==> images/class_map.png <==
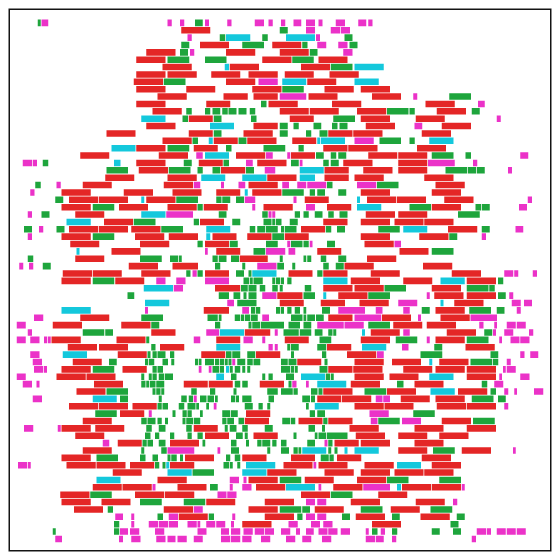
==> images/route_heat.png <==
The bar under the picture is 50 um long. The die is cut into 40 by 40 equal tiles; dark blue is low, red is high, scaled to the fullest tile. Values are wire area over tile area, all layers added.
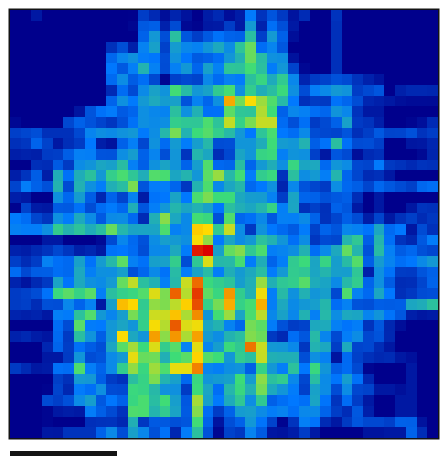
==> images/ff_map.png <==
The bar under the picture is 50 um long. Other sequential cells in the stronger grey, the rest of the logic in the fainter grey.
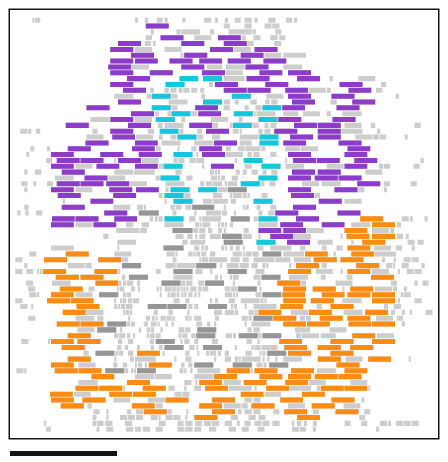
$ cat src/rtl/inst_prefetch_buffer_if.sv
// Fetch-stage bus. The prefetch buffer uses the master side. The instruction
// memory and the decode consumer use the slave side.
interface inst_prefetch_buffer_if #(
   parameter int DEPTH = 4
) ();
   logic [31:0]             imem_addr;
   logic [7:0]              imem_rdata;
   logic                    redirect;
   logic [31:0]             redirect_pc;
   logic                    inst_ready;
   logic                    inst_valid;
   logic [31:0]             inst_out;
   logic [31:0]             inst_pc;
   logic [$clog2(DEPTH):0]  fifo_count;

   modport master (
      output imem_addr, inst_valid, inst_out, inst_pc, fifo_count,
      input  imem_rdata, redirect, redirect_pc, inst_ready
   );

   modport slave (
      input  imem_addr, inst_valid, inst_out, inst_pc, fifo_count,
      output imem_rdata, redirect, redirect_pc, inst_ready
   );
endinterface

$ cat src/rtl/inst_prefetch_buffer.sv
// Byte-serial instruction fetch. It assembles big-endian words, queues each
// {word, pc} pair in a small FIFO, and flushes and restarts on a redirect.
module inst_prefetch_buffer #(
   parameter int          DEPTH    = 4,
   parameter logic [31:0] RESET_PC = 32'h0
) (
   input logic                    clk,
   input logic                    rst,
   inst_prefetch_buffer_if.master bus
);
   localparam int              PW         = $clog2(DEPTH);
   localparam int              CW         = PW + 1;
   localparam logic [CW-1:0]   FULL_COUNT = CW'(DEPTH);

   typedef enum logic {FILL, HOLD} state_t;

   state_t        state, state_next;
   logic [31:0]   fetch_pc;
   logic [1:0]    byte_idx;
   logic [31:0]   asm_word, next_word;
   logic [31:0]   inst_mem [DEPTH];
   logic [31:0]   pc_mem   [DEPTH];
   logic [PW-1:0] rd_ptr, wr_ptr;
   logic [CW-1:0] count;
   logic          capture, word_ready, pop, space, push;

   // A pop frees a slot on the same edge, so a full FIFO can still accept a push.
   assign pop   = (count != '0) && bus.inst_ready;
   assign space = (count != FULL_COUNT) || pop;
   assign push  = word_ready && space && !bus.redirect;

   // FSM state register.
   always_ff @(posedge clk or posedge rst) begin
      // NOTE: sequential state always uses non-blocking assignment so every
      // register samples pre-edge values regardless of block ordering.
      if (rst) state <= FILL;
      else     state <= state_next;
   end

   // FSM next-state logic.
   always_comb begin
      // NOTE: default first, so no path through the block leaves state_next
      // unassigned and no latch is inferred.
      state_next = state;
      if (bus.redirect) begin
         state_next = FILL;
      end else begin
         unique case (state)
            FILL: if (byte_idx == 2'd3 && !space) state_next = HOLD;
            HOLD: if (space)                      state_next = FILL;
         endcase
      end
   end

   // FSM outputs.
   always_comb begin
      capture    = (state == FILL);
      word_ready = (state == HOLD) || (state == FILL && byte_idx == 2'd3);
   end

   // Lane (3 - byte_idx) is the big-endian slot for the current byte.
   always_comb begin
      next_word = asm_word;
      if (capture) next_word[{~byte_idx, 3'b000} +: 8] = bus.imem_rdata;
   end

   always_ff @(posedge clk or posedge rst) begin
      if (rst) begin
         fetch_pc <= RESET_PC;
         byte_idx <= 2'd0;
         asm_word <= '0;
      end else if (bus.redirect) begin
         fetch_pc <= {bus.redirect_pc[31:2], 2'b00};
         byte_idx <= 2'd0;
         asm_word <= '0;
      end else begin
         asm_word <= next_word;
         if (push) begin
            fetch_pc <= fetch_pc + 32'd4;
            byte_idx <= 2'd0;
         end else if (capture && byte_idx != 2'd3) begin
            byte_idx <= byte_idx + 2'd1;
         end
      end
   end

   always_ff @(posedge clk or posedge rst) begin
      if (rst) begin
         rd_ptr <= '0;
         wr_ptr <= '0;
         count  <= '0;
      end else if (bus.redirect) begin
         rd_ptr <= '0;
         wr_ptr <= '0;
         count  <= '0;
      end else begin
         if (push) wr_ptr <= wr_ptr + PW'(1);
         if (pop)  rd_ptr <= rd_ptr + PW'(1);
         if (push && !pop)      count <= count + CW'(1);
         else if (pop && !push) count <= count - CW'(1);
      end
   end

   // NOTE: the storage array is not reset. Entries are only visible while
   // count covers them, and the head outputs are forced to zero when empty.
   always_ff @(posedge clk) begin
      if (push) begin
         inst_mem[wr_ptr] <= next_word;
         pc_mem[wr_ptr]   <= fetch_pc;
      end
   end

   assign bus.imem_addr  = fetch_pc + {30'd0, byte_idx};
   assign bus.inst_valid = (count != '0);
   assign bus.inst_out   = (count != '0) ? inst_mem[rd_ptr] : '0;
   assign bus.inst_pc    = (count != '0) ? pc_mem[rd_ptr]   : '0;
   assign bus.fifo_count = count;
endmodule

$ cat src/flat_wrapper.sv
// flat-port wrapper written by rule: the top's interface ports become plain ports
module inst_prefetch_buffer_flat 
#(
   parameter int          DEPTH    = 4,
   parameter logic [31:0] RESET_PC = 32'h0
)
  (clk, rst, bus_imem_addr, bus_inst_valid, bus_inst_out, bus_inst_pc, bus_fifo_count, bus_imem_rdata, bus_redirect, bus_redirect_pc, bus_inst_ready);
  inst_prefetch_buffer_if #(.DEPTH(DEPTH)) bus_i ();
  input logic clk;
  input logic rst;
  output wire logic [$bits(bus_i.imem_addr)-1:0] bus_imem_addr;
  output wire logic [$bits(bus_i.inst_valid)-1:0] bus_inst_valid;
  output wire logic [$bits(bus_i.inst_out)-1:0] bus_inst_out;
  output wire logic [$bits(bus_i.inst_pc)-1:0] bus_inst_pc;
  output wire logic [$bits(bus_i.fifo_count)-1:0] bus_fifo_count;
  input wire logic [$bits(bus_i.imem_rdata)-1:0] bus_imem_rdata;
  input wire logic [$bits(bus_i.redirect)-1:0] bus_redirect;
  input wire logic [$bits(bus_i.redirect_pc)-1:0] bus_redirect_pc;
  input wire logic [$bits(bus_i.inst_ready)-1:0] bus_inst_ready;
  assign bus_imem_addr = bus_i.imem_addr;
  assign bus_inst_valid = bus_i.inst_valid;
  assign bus_inst_out = bus_i.inst_out;
  assign bus_inst_pc = bus_i.inst_pc;
  assign bus_fifo_count = bus_i.fifo_count;
  assign bus_i.imem_rdata = bus_imem_rdata;
  assign bus_i.redirect = bus_redirect;
  assign bus_i.redirect_pc = bus_redirect_pc;
  assign bus_i.inst_ready = bus_inst_ready;
  inst_prefetch_buffer #(.DEPTH(DEPTH), .RESET_PC(RESET_PC)) u_core (.clk(clk), .rst(rst), .bus(bus_i));
endmodule
$ cat config.mk
export PLATFORM = sky130hd
export DESIGN_NAME = inst_prefetch_buffer_flat
export DESIGN_NICKNAME = d
export VERILOG_FILES = /design/src/rtl/inst_prefetch_buffer_if.sv /design/src/rtl/inst_prefetch_buffer.sv /design/src/flat_wrapper.sv
export SDC_FILE = /design/constraint.sdc
export NUM_CORES = 1
export LEC_CHECK = 0
export ABC_AREA = 0
export CAP_MARGIN = 20
export CORE_MARGIN = 2
export CORE_UTILIZATION = 35
export CTS_CLUSTER_DIAMETER = 100
export DETAILED_ROUTE_END_ITERATION = 10
export GPL_TIMING_DRIVEN = 0
export PLACE_DENSITY = 0.58
export SLEW_MARGIN = 25
export SYNTH_ARGS = -nofsm -noshare
export SYNTH_HDL_FRONTEND = slang
export SYNTH_SLANG_ARGS = --single-unit
$ cat constraint.sdc
create_clock -name clk -period 3.19 [get_ports clk]
set_input_delay 0.957 -clock clk [delete_from_list [all_inputs] [get_ports clk]]
set_output_delay 0.957 -clock clk [all_outputs]
set_load 0.005 [all_outputs]
==> results.json <==
{
  "cts_setup_buffers": 18,
  "clk_latency_ps": 520,
  "numCtsBuffers": 35,
  "switching_power_uw": 3390,
  "vias": 7970,
  "grt_usage": 0.172,
  "largest-register": "u_core.inst_mem",
  "synth_cell_types": 53,
  "total_power_uw": 12900,
  "reg_top3": "u_core.inst_mem (128), u_core.pc_mem (120), u_core.asm_word (32)",
  "fp_util": 0.355,
  "ant_nets": 0,
  "synth_top_area_share": 0.558,
  "nFillCells": 3292,
  "async_flop_share": 0.225,
  "n_antenna_cell": 1,
  "num_rows": 71,
  "grt_max_degree": 43,
  "pwr-share-comb": 0.301,
  "setup_viol": 0,
  "signal_buffers": 244,
  "timing.final.ws_setup_ps": 59.8,
  "synth_cells": 829,
  "p_int_uw": 9560,
  "viasPerCell": 5.06,
  "power_frac_seq": 0.371,
  "critPathCaptureType": "output port",
  "cts.htree.levels": 2,
  "ys_sh_simple": 0.104,
  "antenna_found_initial": 0,
  "ys_sh_mux": 0.106,
  "cts_resized": 220,
  "cp-start-kind": "flop",
  "dominant_cells": "flip-flops and latches",
  "io_buffers": 139,
  "layout.area.comb_sq_um": 3900,
  "comb_area_share": 0.227,
  "timing_hold_violations_final": 0,
  "ys_sh_adder": 0.0109,
  "yosysTopAreaCell": "edfxtp_1",
  "drc": 0,
  "comb.multi_input.count": 423,
  "slew_viol_final": 0,
  "edf_count": 248,
  "synthTopCellsByArea": "edfxtp_1 (56%), dfrtp_1 (14%), mux4_2 (10%)",
  "cts_tree": "built",
  "tns_ps": 0,
  "detailed_place_hpwl_um": 21100,
  "dr.pass1.iters": 5,
  "drive_above_1_share": 0.253,
  "chipArea_sq_um": 39700,
  "worstPathMaxFanout": 5,
  "dpl_worst_slack_ps": -855,
  "cp.arrival_ps": 2170,
  "clock_buffers": 42,
  "outcome": "finished, final reports clean",
  "seq_share": 0.539,
  "globalplace.congestion": 0.811,
  "lay_top_count": "edfxtp_1",
  "wl_per_cell_um": 21.1,
  "ys_cells": 829,
  "io_pins": 144,
  "yosys.area_share.aoi": 0.0502
}
About class_map.png:
| class | colour | cells | share of their area |
|---|---|---|---|
| remaining logic cells | green | 437 | 24% |
| remaining buffers and delay cells | magenta | 244 | 13% |
| registers | red | 320 | 56% |
| clock drivers and dummy loads | cyan | 62 | 7.3% |

About route_heat.png:
tiles over half the peak: 8.8%
emptiest ninth of the die: upper right
mean over tiles: 0.13
fullest tile: 0.57

About ff_map.png:
| signal | colour | flops |
|---|---|---|
| `u_core.asm_word` | cyan | 32 |
| `u_core.inst_mem` | purple | 128 |
| `u_core.pc_mem` | orange | 120 |
not coloured: 40
Seq group: 4810 uW
FF/Latch Area: 9260 sq um

-- synth_stat cells (2+ instances only) --
cell and n:
nor4_1 4, and3_1 2, a31oi_1 14, nand2b_1 4, and4_1 6, nand4b_1 2
and2_1 99, inv_1 13, buf_4 2, a311o_1 2, o211ai_1 3, a21oi_1 3
nor3_1 7, or3_1 10, a21boi_0 2, clkbuf_1 67, nand3_1 17, edfxtp_1 248
o21ai_0 20, nor4_2 2, o31ai_1 6, xor2_1 2, nand2_1 32, xnor2_1 11
ha_1 10, a22o_1 32, mux4_2 62, or4_1 6, nor2_1 28, o311ai_0 4
dfrtp_1 72, buf_2 6, nor4b_1 4, nand4_1 8
-- critical path: cells and delay by family (launching register included) --
family        cells  cell delay [ps]
flops             1              520
buf+inv           3              550
mux               1              420
simple gates      1              160
-- power by group through the flow --
stage | combinational, uW | sequential, uW | clock (uW)
2_1_floorplan | 1600 | 4820 | 0
3_3_place_gp | 3200 | 4880 | 0
3_5_place_dp | 3330 | 4880 | 0
4_1_cts | 3990 | 4800 | 4320
5_1_grt | 4260 | 4820 | 4490
6_report | 3900 | 4810 | 4240
-- path summary, 6_finish.rpt --
check	slack, ps	cells after the start	from	end
max	60	5	u_core.rd_ptr[0]	bus_inst_pc[14]
min	610	0	u_core.fetch_pc[31]	u_core.pc_mem[2][31]
max reg2reg	220	8	u_core.byte_idx[0]	u_core.bus.fifo_count[2]
min reg2reg	610	0	u_core.fetch_pc[31]	u_core.pc_mem[2][31]
max in group asynchronous	1750	3	rst	u_core.byte_idx[0]
min in group asynchronous	860	2	rst	u_core.asm_word[19]
-- per-layer routing --
metal  GRT usage  share of wire  vias up
li1            -              -     3611
met1       0.243           0.46     4106
met2       0.272           0.47      200
met3      0.0267          0.047       53
met4      0.0556          0.026        0
met5           0              0        -
No activity file was given, so power comes from the tool's default toggle rates.
